==> config.mk <==
export PLATFORM = sky130hd
export DESIGN_NAME = rtc12_counter_flat
export DESIGN_NICKNAME = d
export VERILOG_FILES = /design/src/rtl/rtc12_counter_if.sv /design/src/rtl/rtc12_counter.sv /design/src/flat_wrapper.sv
export SDC_FILE = /design/constraint.sdc
export NUM_CORES = 1
export LEC_CHECK = 0
export CORE_ASPECT_RATIO = 1.1
export CORE_MARGIN = 2
export CORE_UTILIZATION = 30
export DETAILED_ROUTE_END_ITERATION = 16
export PLACE_DENSITY_LB_ADDON = 0.08
export RECOVER_POWER = 25
export SYNTH_ARGS = -nofsm -noshare
export SYNTH_HDL_FRONTEND = slang
export SYNTH_SLANG_ARGS = --single-unit
==> constraint.sdc <==
create_clock -name clk -period 1.8 [get_ports clk]
set_input_delay 0.36 -clock clk [delete_from_list [all_inputs] [get_ports clk]]
set_output_delay 0.36 -clock clk [all_outputs]
set_load 0.05 [all_outputs]
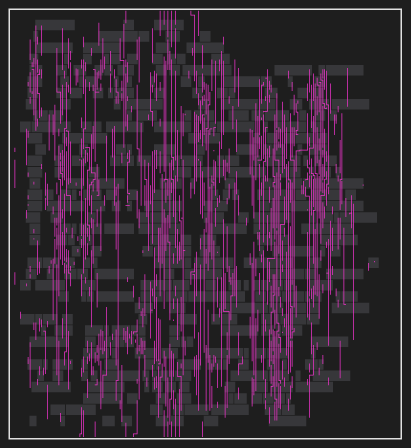
Run 1: metal 2
nets with wire on the layer: 400
longest straight run: 51.7 µm
main direction: vertical
share of all routed wire: 52%
GR Layer Usage met2: 34.5%
Routed Wire Length: 8.94 mm
vias: 2,835

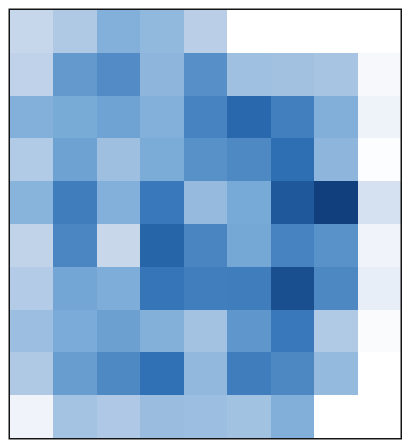
Run 1: cell area per tile
9 x 10 tiles, from white (low) to dark blue (high), 0 to 100% covered.
tiles over 75% full: 5.6%
nearly empty tiles: 8.9%
densest ninth of the die: middle
FP Util: 30.5%
total core area: 8740 µm²

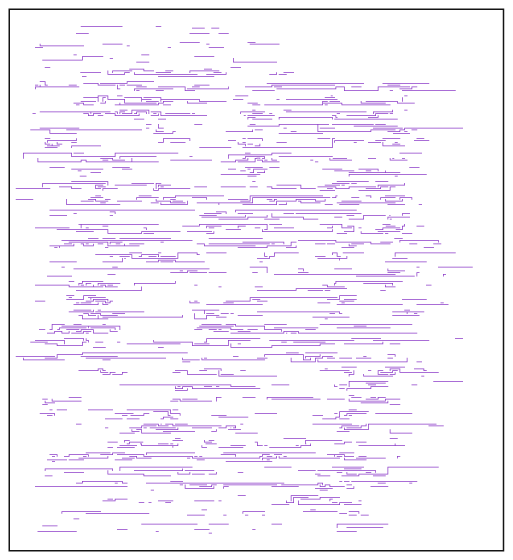
Run 1: M1 wires
longest straight run: 27.6 µm
nets with wire on the layer: 412
met1 global-route usage: 22.7%

==> results.yml, run 1 <==
# physical design summary
status:
  status: "finished with violations"
  violations: "negative setup slack"
cells_and_area:
  num-multi-input-gates: 234
  finalNonFillerCells: 553
  inverters: 10
  largestClassByArea: "multi-input combinational cells"
  comb_area_um2: 1730
  final_util_pct: 50.3
  area_delta_synth_final_pct: 64.7
  diodes: 0
  flop-count: 45
  fillers: 881
  nClkBuffers: 8
  drive_above_1_share_pct: 41.9
  buffers: 142
  largest_reg_flops: 26
  seqCellArea_um2: 1140
  num-nets-final: 464
  final_area_um2: 4390
  comb_area_share_pct: 39.4
  nonClkBufAreaFrac_pct: 28.6
synth:
  synth_warnings: 0
  ys_top_cells_by_count: "43 x dfrtp_1, 34 x nor2_1, 25 x nand2_1"
  flop_cell: "dfrtp_1"
  synth.distinct_cells: 45
  synthArstFlopShare_pct: 100
  top_cell_area_share_pct: 40.3
  ys_sh_adder_pct: 2.35
  top_logic_kind: "simple AND/OR/NAND/NOR gates"
  yosys-stat-area_um2: 2670
  synth_seq_share_pct: 42.3
  ys_sh_aoi_pct: 13.4
  synth_flops: 45
  syn_avg_cell_area_um2: 8.86
  ys_sh_xor_pct: 5.25
  syn-cell-area_um2: 2670
  largest_area_cell: "dfrtp_1"
  edf_count: 0
  syn_inst: 301
  fp_nets: 327
die:
  ioPinCount: 40
  taps: 114
  row_count: 36
  dieArea_um2: 9660
  die-height_um: 103
  die_width_um: 93.9
critical_path:
  arrival_ns: 2.11
  crit_slowest_cell: "dfrtp_1"
  cp_num_cells: 8
  critPathBufInv: 3
  cp.required_ns: 1.99
  path_delay_family: "simple AND/OR/NAND/NOR gates"
  reg2reg_slack_ns: -0.12
  critPathKind: "reg -> reg"
  endpoint_kind: "flip-flop"
  max_stage_delay_ns: 0.42
  rr_worst_depth: 8
sta:
  period_used_pct: 106
  timing.fmax_mhz: 522
  maxSlewViolCount: 0
  fin_crit_ns: 1.92
  worst_pin_slew_ns: 1.19
  hold_violations: 0
  setup_viol: 29
  clock-skew-final_ns: 0.0128
  rsz0062_at_grt: "yes"
  tns_ns: -2.36
  setup_ws_ns: -0.115
drt:
  ant_nets: 0
  viasPerCell: 5.13
  met2_length_mm: 4.62
  wl_per_cell_um: 16.2
  dr.pass1.iters: 4
  wl_met3_um: 253
  wl_met1_mm: 3.87
  topRoutingLayerUsed: "met4"
  drc: 0
global_routing:
  antenna_found_initial: 0
  grt_pass1_wl_mm: 14.2
  grt_use_met3_pct: 3.29
  grt_pass1_vias: 2821
  grt_overflow_total: 0
  grt_busiest_layer: "met2"
  track_usage_pct: 19.0
clock_tree:
  cts-buffers-inserted: 5
  htree_levels: 2
  cts_tree: "yes"
  clk_latency_ns: 0.31
  clk_pin_slew_ns: 0.08
  numClockSinks: 45
power:
  pg_comb_mw: 1.01
  p_seq_share_pct: 41.1
  finalPower_mw: 2.87
  pg_seq_mw: 1.18
  peakVddDrop_uv: 423
  p_switching_mw: 1.01
  power_density_nw_per_um2: 653
  power_clock_uw: 681
  power_leader: "registers"
  p_sw_share_pct: 35.3
  p_comb_share_pct: 35.1
place:
  portBuffers: 39
  hpwl_mm: 5.93
  gp_congestion: 0.767
  dp_cells: 529
  pre_cts_slack_ns: -0.536
min_path:
  min_path_type: "in -> reg"
  min_path_cells: 3
run:
  maxCapViolCount: 0
  tool_warnings: 30
[run 1: layout by cell type (no fill, tap or decap), drive strengths merged, types with 4 or more instances in the layout]
master         count
o21ai             13
dfrtp             43
buf              119
mux2i              8
ha                 5
dlygate4sd2        4
or4                8
nor2              34
inv                9
nand2             25
o31ai              9
nor4               5
a31oi              8
a21oi             15
nand3             22
xnor2             11
xor2               5
nand4             13
or3                9
and3               8
clkbuf            11
clkdlybuf4s50     16
nor3               5
[run 1: what timing repair did]
action                                  in CTS  in global routing
hold buffers                                 0                  0
pin swaps                                   24                 16
endpoints found under the setup margin      43                 41
gates cloned                                 3                  2
setup buffers                                8                  4
gates resized                               46                 20
==> run 2, diff against run 1 <==
Settings changed: CTS_CLUSTER_DIAMETER set to 150.
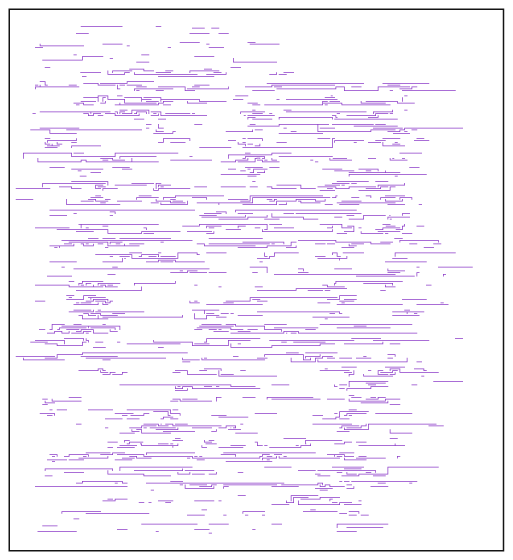
Run 2: M1 wires
longest straight run: 27.6 µm
main direction: horizontal

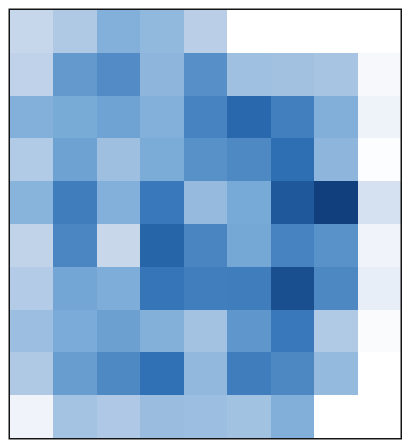
Run 2: cell area per tile
9 x 10 tiles, from white (low) to dark blue (high), 0 to 100% covered.
fullest tile: 94%
nearly empty tiles: 8.9%
densest ninth of the die: middle
emptiest ninth of the die: top right
tiles over 75% full: 5.6%
final core occ: 50.3%

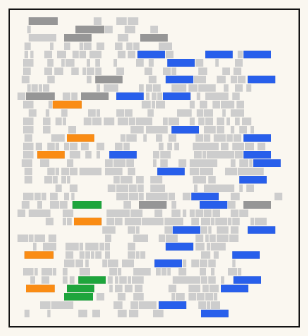
Run 2: sequential cells grouped by signal name
Other sequential cells in the stronger grey, the rest of the logic in the fainter grey.
| name in the netlist | colour | flops |
|---|---|---|
| u_core.bus.m | orange | 6 |
| u_core.presc | blue | 26 |
| u_core.bus.h12 | green | 4 |
not coloured: 9
storage element area: 1140 µm²
Power Sequential: 1.18 mW
sequential cell area share: 25.9%

==> results.yml, run 2 <==
# physical design summary
cells_and_area:
  num-multi-input-gates: 234
  drive_above_1_share_pct: 41.9
  comb_area_um2: 1730
  inverters: 10
  nClkBuffers: 8
  final_area_um2: 4390
  comb_area_share_pct: 39.4
  clkCellAreaFrac_pct: 2.05
  num-nets-final: 464
  fillers: 881
  diodes: 0
  nonClkBufAreaFrac_pct: 28.6
  lay_top_cells: "105 x buf_4, 37 x dfrtp_1, 32 x nor2_1"
  area_delta_synth_final_pct: 64.7
  largestClassByArea: "multi-input combinational cells"
  largest_reg_flops: 26
  finalNonFillerCells: 553
  final_common_cell: "buf_4"
  flop-count: 45
  buffers: 142
sta:
  fin_crit_ns: 1.92
  timing.fmax_mhz: 522
  tns_ns: -2.36
  worst_pin_slew_ns: 1.19
  clock-skew-final_ns: 0.0128
  setup_ws_ns: -0.115
  rsz0062_at_grt: "yes"
  maxSlewViolCount: 0
  hold_violations: 0
  setup_viol: 29
  period_used_pct: 106
power:
  p_switching_mw: 1.01
  peakVddDrop_uv: 423
  leakagePower_nw: 1.93
  p_comb_share_pct: 35.1
  p_seq_share_pct: 41.1
  power_leader: "registers"
  p_sw_share_pct: 35.3
  power_density_nw_per_um2: 653
  pg_comb_mw: 1.01
  power_clock_uw: 681
  finalPower_mw: 2.87
critical_path:
  cp.required_ns: 1.99
  reg2reg_slack_ns: -0.12
  endpoint_kind: "flip-flop"
  arrival_ns: 2.11
  critPathKind: "reg -> reg"
  rr_worst_depth: 8
die:
  dieArea_um2: 9660
  die_width_um: 93.9
  core_um2: 8740
  ioPinCount: 40
  fp_util_pct: 30.5
  row_count: 36
  die-height_um: 103
  taps: 114
synth:
  edf_count: 0
  yosys-stat-area_um2: 2670
  ys_top_cells_by_count: "43 x dfrtp_1, 34 x nor2_1, 25 x nand2_1"
  synth_seq_share_pct: 42.3
  fp_nets: 327
  synth_flops: 45
  syn-cell-area_um2: 2670
  top_cell_area_share_pct: 40.3
  flop_cell: "dfrtp_1"
  syn_inst: 301
  synth_warnings: 0
  synthArstFlopShare_pct: 100
  ys_sh_xor_pct: 5.25
  largest_area_cell: "dfrtp_1"
  syn_avg_cell_area_um2: 8.86
  topCellsByArea: "dfrtp_1 40%, nor2_1 4.8%, nand3_1 4.1%"
  ys_sh_aoi_pct: 13.4
  ys_sh_adder_pct: 2.35
  top_logic_kind: "simple AND/OR/NAND/NOR gates"
  synth.distinct_cells: 45
drt:
  dr.pass1.iters: 4
  wl_met3_um: 253
  wl_per_cell_um: 16.2
  ant_nets: 0
  routed_wl_mm: 8.94
  drc: 0
  topRoutingLayerUsed: "met4"
  viasPerCell: 5.13
  met2_length_mm: 4.62
  wl_met1_mm: 3.87
  dr_total_vias: 2835
clock_tree:
  cts.hold.buffers_added: 0
  cts-buffers-inserted: 5
  htree_levels: 2
  numClockSinks: 45
  cts_tree: "yes"
  clk_latency_ns: 0.31
  clk_pin_slew_ns: 0.08
place:
  dp_cells: 529
  portBuffers: 39
  pre_cts_slack_ns: -0.536
  gp_congestion: 0.767
global_routing:
  grtUsageMet2_pct: 34.5
  grt_pass1_wl_mm: 14.2
  grt_use_met3_pct: 3.29
  antenna_found_initial: 0
  grt_pass1_vias: 2821
  grt_overflow_total: 0
  grt_use_met1_pct: 22.7
  grt_busiest_layer: "met2"
  track_usage_pct: 19.0
status:
  violations: "negative setup slack"
  status: "finished with violations"
min_path:
  min_path_cells: 3
  min_path_type: "in -> reg"
run:
  maxCapViolCount: 0
  tool_warnings: 30
==> run 2: repair_timing <==
item / 4_1_cts / 5_1_grt
pin swaps: 24 / 16
cloned: 3 / 2
gates resized: 46 / 20
setup buffers: 8 / 4
endpoints found under the setup margin: 43 / 41
==> run 2: cells by family (layout without fill, tap and decap cells) <==
group           count (synthesis)  in the layout
simple gates                  146            147
compound gates                 57             58
flops                          45             45
buf+inv                        24            160
xor+xnor                       16             16
mux                             8              8
fa+ha+maj                       5              5
==> run 2: worst max-delay path, stage by stage (launching register included) <==
cell and delay, ns:
dfrtp_1 0.42, nor4b_4 0.31, nand4_2 0.15, or3_4 0.36, buf_4 0.14, buf_6 0.13
nand2_8 0.10, clkbuf_16 0.16, a21oi_1 0.04
No activity file was given, so power comes from the tool's default toggle rates.
